**Close-up of the layout**

Window x 82 to 112, y 18 to 48 um. Cells in grey, sequential cells in the stronger grey; small squares are vias.
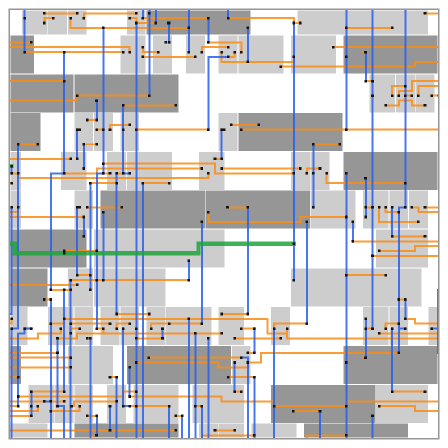
**Register map, names as in the netlist**

Scale bar: 50 um.
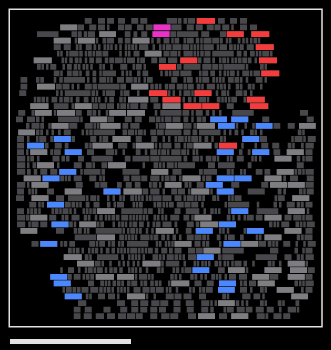
**Clock routing**

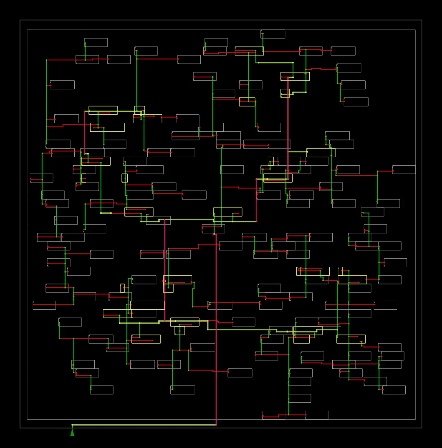
**Cells by drive strength**

Scale bar: 50 um.
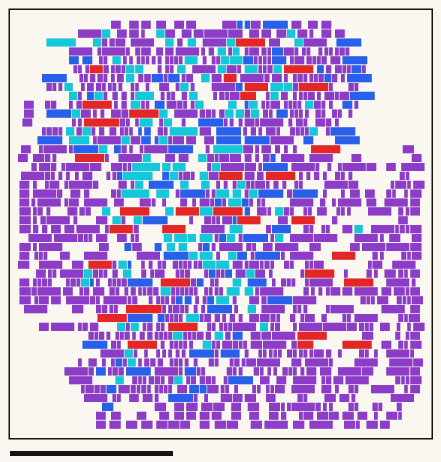
`config.mk`:
```
export PLATFORM = sky130hd
export DESIGN_NAME = if_id_stage
export DESIGN_NICKNAME = d
export VERILOG_FILES = /design/src/rtl/if_id_stage_pkg.sv /design/src/rtl/if_id_stage_sat_counter.sv /design/src/rtl/if_id_stage.sv
export SDC_FILE = /design/constraint.sdc
export NUM_CORES = 1
export LEC_CHECK = 0
export ABC_AREA = 1
export CAP_MARGIN = 5
export CORE_AREA = 2 2 127 129
export DETAILED_ROUTE_END_ITERATION = 7
export DIE_AREA = 0 0 129 131
export PLACE_DENSITY = 0.76
export SLEW_MARGIN = 5
export SYNTH_ARGS = -nofsm -noshare
export SYNTH_HDL_FRONTEND = slang
export SYNTH_SLANG_ARGS = --single-unit
```
`constraint.sdc`:
```
create_clock -name Clk -period 1.5 [get_ports Clk]
set_input_delay 0.225 -clock Clk [delete_from_list [all_inputs] [get_ports Clk]]
set_output_delay 0.225 -clock Clk [all_outputs]
set_load 0.01 [all_outputs]
```
`src/rtl/if_id_stage_pkg.sv`:
```
// Shared types and constants for the fetch stage.
// Stage status encodings, IF/ID bundle and PC step.
package if_id_stage_pkg;

  typedef enum logic [1:0] {
    FILL  = 2'd0,
    RUN   = 2'd1,
    STALL = 2'd2,
    FLUSH = 2'd3
  } stage_state_t;

  localparam logic [31:0] NOP_DEFAULT = 32'h0000_0000;
  localparam logic [31:0] PC_INC      = 32'd4;

  typedef struct packed {
    logic [31:0] instr;
    logic [31:0] pc_plus4;
    logic        valid;
  } if_id_t;

endpackage

```
`src/rtl/if_id_stage_sat_counter.sv`:
```
// Saturating event counter with synchronous clear.
// Clear wins over increment; holds at all-ones.
module sat_counter #(
  parameter int WIDTH = 16
) (
  input  logic             Clk,
  input  logic             clear,
  input  logic             inc,
  output logic [WIDTH-1:0] count
);

  always_ff @(posedge Clk) begin
    if (clear)
      count <= '0;
    else if (inc && (count != '1))
      count <= count + 1'b1;
  end

endmodule

```
`src/rtl/if_id_stage.sv`:
```
// Fetch stage: PC, IF/ID register, status FSM
// and stall/flush counters driven by the hazard unit.
module if_id_stage
  import if_id_stage_pkg::*;
#(
  parameter logic [31:0] RESET_PC  = 32'h0000_0000,
  parameter logic [31:0] NOP_INSTR = NOP_DEFAULT,
  parameter int          CNT_W     = 16
) (
  input  logic             Clk,
  input  logic             Reset,
  input  logic             PCWrite,
  input  logic             IF_ID_Write,
  input  logic             IF_ID_Write_Flush,
  input  logic             branchPCSrc,
  input  logic [31:0]      BranchTarget,
  input  logic [31:0]      Imem_Data,
  output logic [31:0]      PC,
  output logic [31:0]      IF_ID_Instruction,
  output logic [31:0]      IF_ID_PCPlus4,
  output logic             IF_ID_Valid,
  output logic [1:0]       StageState,
  output logic [CNT_W-1:0] StallCount,
  output logic [CNT_W-1:0] FlushCount
);

  logic [31:0]  pc_plus4;
  logic         flush;
  logic         stall;
  if_id_t       if_id;
  stage_state_t state;

  assign pc_plus4 = PC + PC_INC;
  assign flush    = !IF_ID_Write_Flush;
  assign stall    = IF_ID_Write_Flush && !IF_ID_Write;

  always_ff @(posedge Clk) begin
    if (Reset)
      PC <= RESET_PC;
    else if (PCWrite)
      PC <= branchPCSrc ? BranchTarget : pc_plus4;
  end

  // Flush beats stall so a wrong-path word never survives.
  always_ff @(posedge Clk) begin
    if (Reset || flush) begin
      if_id <= '{instr: NOP_INSTR, pc_plus4: '0, valid: 1'b0};
    end else if (IF_ID_Write) begin
      if_id <= '{instr: Imem_Data, pc_plus4: pc_plus4, valid: 1'b1};
    end
  end

  always_ff @(posedge Clk) begin
    if (Reset)
      state <= FILL;
    else if (flush)
      state <= FLUSH;
    else if (stall)
      state <= STALL;
    else
      state <= RUN;
  end

  assign IF_ID_Instruction = if_id.instr;
  assign IF_ID_PCPlus4     = if_id.pc_plus4;
  assign IF_ID_Valid       = if_id.valid;
  assign StageState        = state;

  sat_counter #(.WIDTH(CNT_W)) u_stall_cnt (
    .Clk   (Clk),
    .clear (Reset),
    .inc   (stall),
    .count (StallCount)
  );

  sat_counter #(.WIDTH(CNT_W)) u_flush_cnt (
    .Clk   (Clk),
    .clear (Reset),
    .inc   (flush),
    .count (FlushCount)
  );

endmodule

```
==> results_slide.txt <==
Implementation Results

Run status
  – Status: complete, no violations

Setup path
  – CP arrival: approximately 1800 ps
  – Slowest CP cell: dfxtp_2
  – Worst EP required: approximately 1900 ps
  – Worst Path Max Fanout: 6
  – Bufs and invs on worst path: 2
  – Max incr delay on CP: 350 ps
  – RR Endpoint: u_flush_cnt.count[13]$_SDFFE_PP0P_
  – CP cell instances: ha_4, nand2_2, inv_2, nand2_4, nor2_4, nand3_2, nand2_4, clkbuf_16, nand2_1, a21oi_1
  – Setup crit end kind: flop
  – R2R Setup Slk: approximately 20 ps
  – CP endpoint: u_flush_cnt.count[13]$_SDFFE_PP0P_
  – CP Launch Point: u_flush_cnt.count[0]$_SDFFE_PP0P_
  – Startpoint Class: flop
  – Most common cell on crit path: nand2_4
  – Kind of critical path: flop to flop
  – Reg2Reg Depth: 10
  – Critical path depth: 10
  – R2R Path Start: u_flush_cnt.count[0]$_SDFFE_PP0P_
  – Family with the most delay on the worst path: simple AND/OR/NAND/NOR gates

STA
  – Maximum clock frequency: 0.6755 GHz
  – Skew final: 4.801 ps
  – Max-slew headroom: roughly 64%
  – RSZ-0062 raised after global routing: yes
  – Max-slew violation count: 0
  – Hold Vio Cnt, Final: 0
  – Final setup fails: 0
  – Final hold slack: 268.3 ps
  – Crit path time final: roughly 1500 ps
  – Worst Max-Slew Pin Slew: roughly 540 ps
  – Final setup TNS: 0 ps
  – Period utilization: roughly 99%

Logic synthesis
  – Top-count cell post-synth: nand2_1
  – Mux share: 0%
  – XORs/XNORs by Area: 3.752%
  – Chip Area, Yosys: 0.006536 sq mm
  – Total number of yosys warnings: 0
  – Adders+Majority by Area: 0.5743%
  – Top non-seq family: simple AND/OR/NAND/NOR gates
  – Top cell area share: around two fifths
  – Post-synthesis cell count: 972
  – Seq share, synth: 40.12%
  – Top cells by area: dfxtp_1 (40%), nand2_1 (17%), a21oi_1 (6.4%), nor2_1 (6.1%), inv_1 (6.0%)
  – Dominant register cell: dfxtp_1
  – Mapped Avg Cell Area: 6.725 sq um
  – Syn_nets: ~1.0k
  – Post-synthesis instance area: between 0.006 and 0.007 sq mm
  – Post-synth top area cell: dfxtp_1
  – Yosys simple share: between 30 and 40%
  – Synth Register Bits: 131
  – Distinct cells, synth: 36
  – Synth cell count leaders: nand2_1 (301), dfxtp_1 (131), nor2_1 (106), inv_1 (105), a21oi_1 (83)
  – Post-synth EDFFs: 0
  – Post-synthesis compound-gate area fraction: a little over an eighth
  – Yosys cell count: around 1,000
  – Ys async rst share: 0%

Placement
  – Inst Count DP: between 1k and 1.5k
  – DPL Wire Length: 14,930 um
  – Worst slack, placed: -222.5 ps
  – Placed Area: approximately 0.0094 sq mm
  – Port Buffers: roughly 200
  – RePlAce Congestion: about 0.93

Finish
  – Most frequent logic cell in the layout: nand2_1
  – Final Non-Filler Cells: between 1k and 1.5k
  – Diodes inserted: 0
  – Layout cells sized above 1: 18.95%
  – Fillers: around 1.4k
  – MI comb area: 0.003468 sq mm
  – Fin nets: roughly 1.3k
  – Finished layout cell area: 0.01009 sq mm
  – Most frequent logic cells in the routed design: nand2_1 (294), dlygate4sd2_1 (128), inv_1 (105), nor2_1 (96), dfxtp_1 (94)

Global routing
  – Initial antenna violation count: 0
  – First-pass GRT wire length: 32,230 um
  – Grt ovf: 0
  – Gr usage total: 24.27%
  – Largest net degree at the start of global routing: just under 50
  – Vias in the first global route: 6,532

Power
  – Switching power share of the total: 24.75%
  – Sequential Power Share: a little over two fifths
  – Leak: 4.797 nW
  – Top pwr grp: the clock network
  – Int Pwr: 6.671 mW
  – Power consumption: 8.865 mW
  – PwrDens: 878.4 mW/mm^2
  – Clk pwr share: 46.0%
  – Comb pwr: approximately 1.1 mW
  – Logic pwr share: ~12%
  – VDD IR max: 0.0008163 V
  – Switch Pwr: roughly 2.2 mW

Die
  – Total die size: between 0.015 and 0.02 sq mm
  – Number of top-level pins: 201
  – Die width: ~130 um
  – Std cell rows: about 46
  – Initial Util: about two fifths
  – Core box area: roughly 0.016 sq mm
  – Die height: ~130 um

Min path
  – Hold Path Cell Cnt: 4
  – Hold_sp: IF_ID_Write
  – WHS Endpoint: StageState[0]$_SDFF_PP0_
  – Hold Crit Class: input port to flop

Run
  – Count of tool warnings: 28
  – Maxcap violations: 0

Drt
  – Detailed Route Iter0 Violations: approximately 450
  – Detailed Routing Iterations Pass 1: 7
  – WL/cell: 14.24 um
  – Vias: about 7.1k
  – Final wirelength: around 21,000 um
  – Final ANT Viol Nets: 0
  – DRC viols: 0
  – Drt via density: between 4 and 5

Clock network
  – Worst-path clk slew: roughly 60 ps
  – Max Buffers Root-to-Sink: 2
  – Root Buffer: clkbuf_16
  – CTS Sinks: about 130
  – CTS tree: done
  – H-tree levels: 4
  – Hold_buf cts: 0
About 'close-up of the layout':
- blue: metal 2
- orange: metal 1
- green: metal 3
- cells with their middle in the window: 67
- sequential cells in the window: 12
- most frequent: nor2_1 (15), dfxtp_1 (11), nand2_1 (8)
- netlist names of flops here include: IF_ID_Instruction (6), IF_ID_PCPlus4 (4), PC (2)

About 'register map, names as in the netlist':
- red: u_flush_cnt.count (sequential cells 16)
- blue: IF_ID_PCPlus4 (sequential cells 32)
- magenta: StageState (sequential cells 2)
- not coloured: 81
final core occ: 64.70%
Flop area: 0.002676 sq mm
Seq. pwr: 3.69 mW
Seq area share: 26.52%

About 'clock routing':
Clock Buffer Count: 23
clock network power: 4.08 mW
Latency at later pin: 430 ps
flop count: 131
Num CTS Buffers: 17

About 'cells by drive strength':
- red: _6 and larger (cells 33; most used clkbuf_16)
- cyan: _3 and _4 cells (cells 115; most used buf_4)
- blue: _2 cells (cells 90; most used dfxtp_2)
- purple: _0 and _1 cells (cells 1,018; most used nand2_1)
synth-to-layout area growth: 54.40%
Repair and plain buffers: 295
final worst slack: 19.65 ps

-- timing repair --
| action | in CTS | in global routing |
|---|---|---|
| setup buffers | 0 | 4 |
| gates resized | 158 | 63 |
| pin swaps | 2 | 29 |
| endpoints found under the setup margin | 139 | 71 |
| cloned | 0 | 1 |
-- layout make-up --
class                   count  area share, %
clock buffers              23          4.637
multi-input cells         687          34.37
repair buffers            295          26.58
flip-flops and latches    131          26.52
well taps                 216          2.678
inverters                 112          4.190
clock inverters             8          1.029
-- per-layer routing --
| layer | share of wire [%] | GRT usage (%) | vias to the layer above |
|---|---|---|---|
| li1 | - | - | 3600 |
| met3 | 7.1 | 6.922 | 38 |
| met1 | 43 | 29.77 | 3253 |
| met4 | 2.4 | 9.783 | 0 |
| met2 | 48 | 40.37 | 255 |
| met5 | 0 | 0 | - |
Power figures rest on the tool's default switching activity, not on a simulated workload.
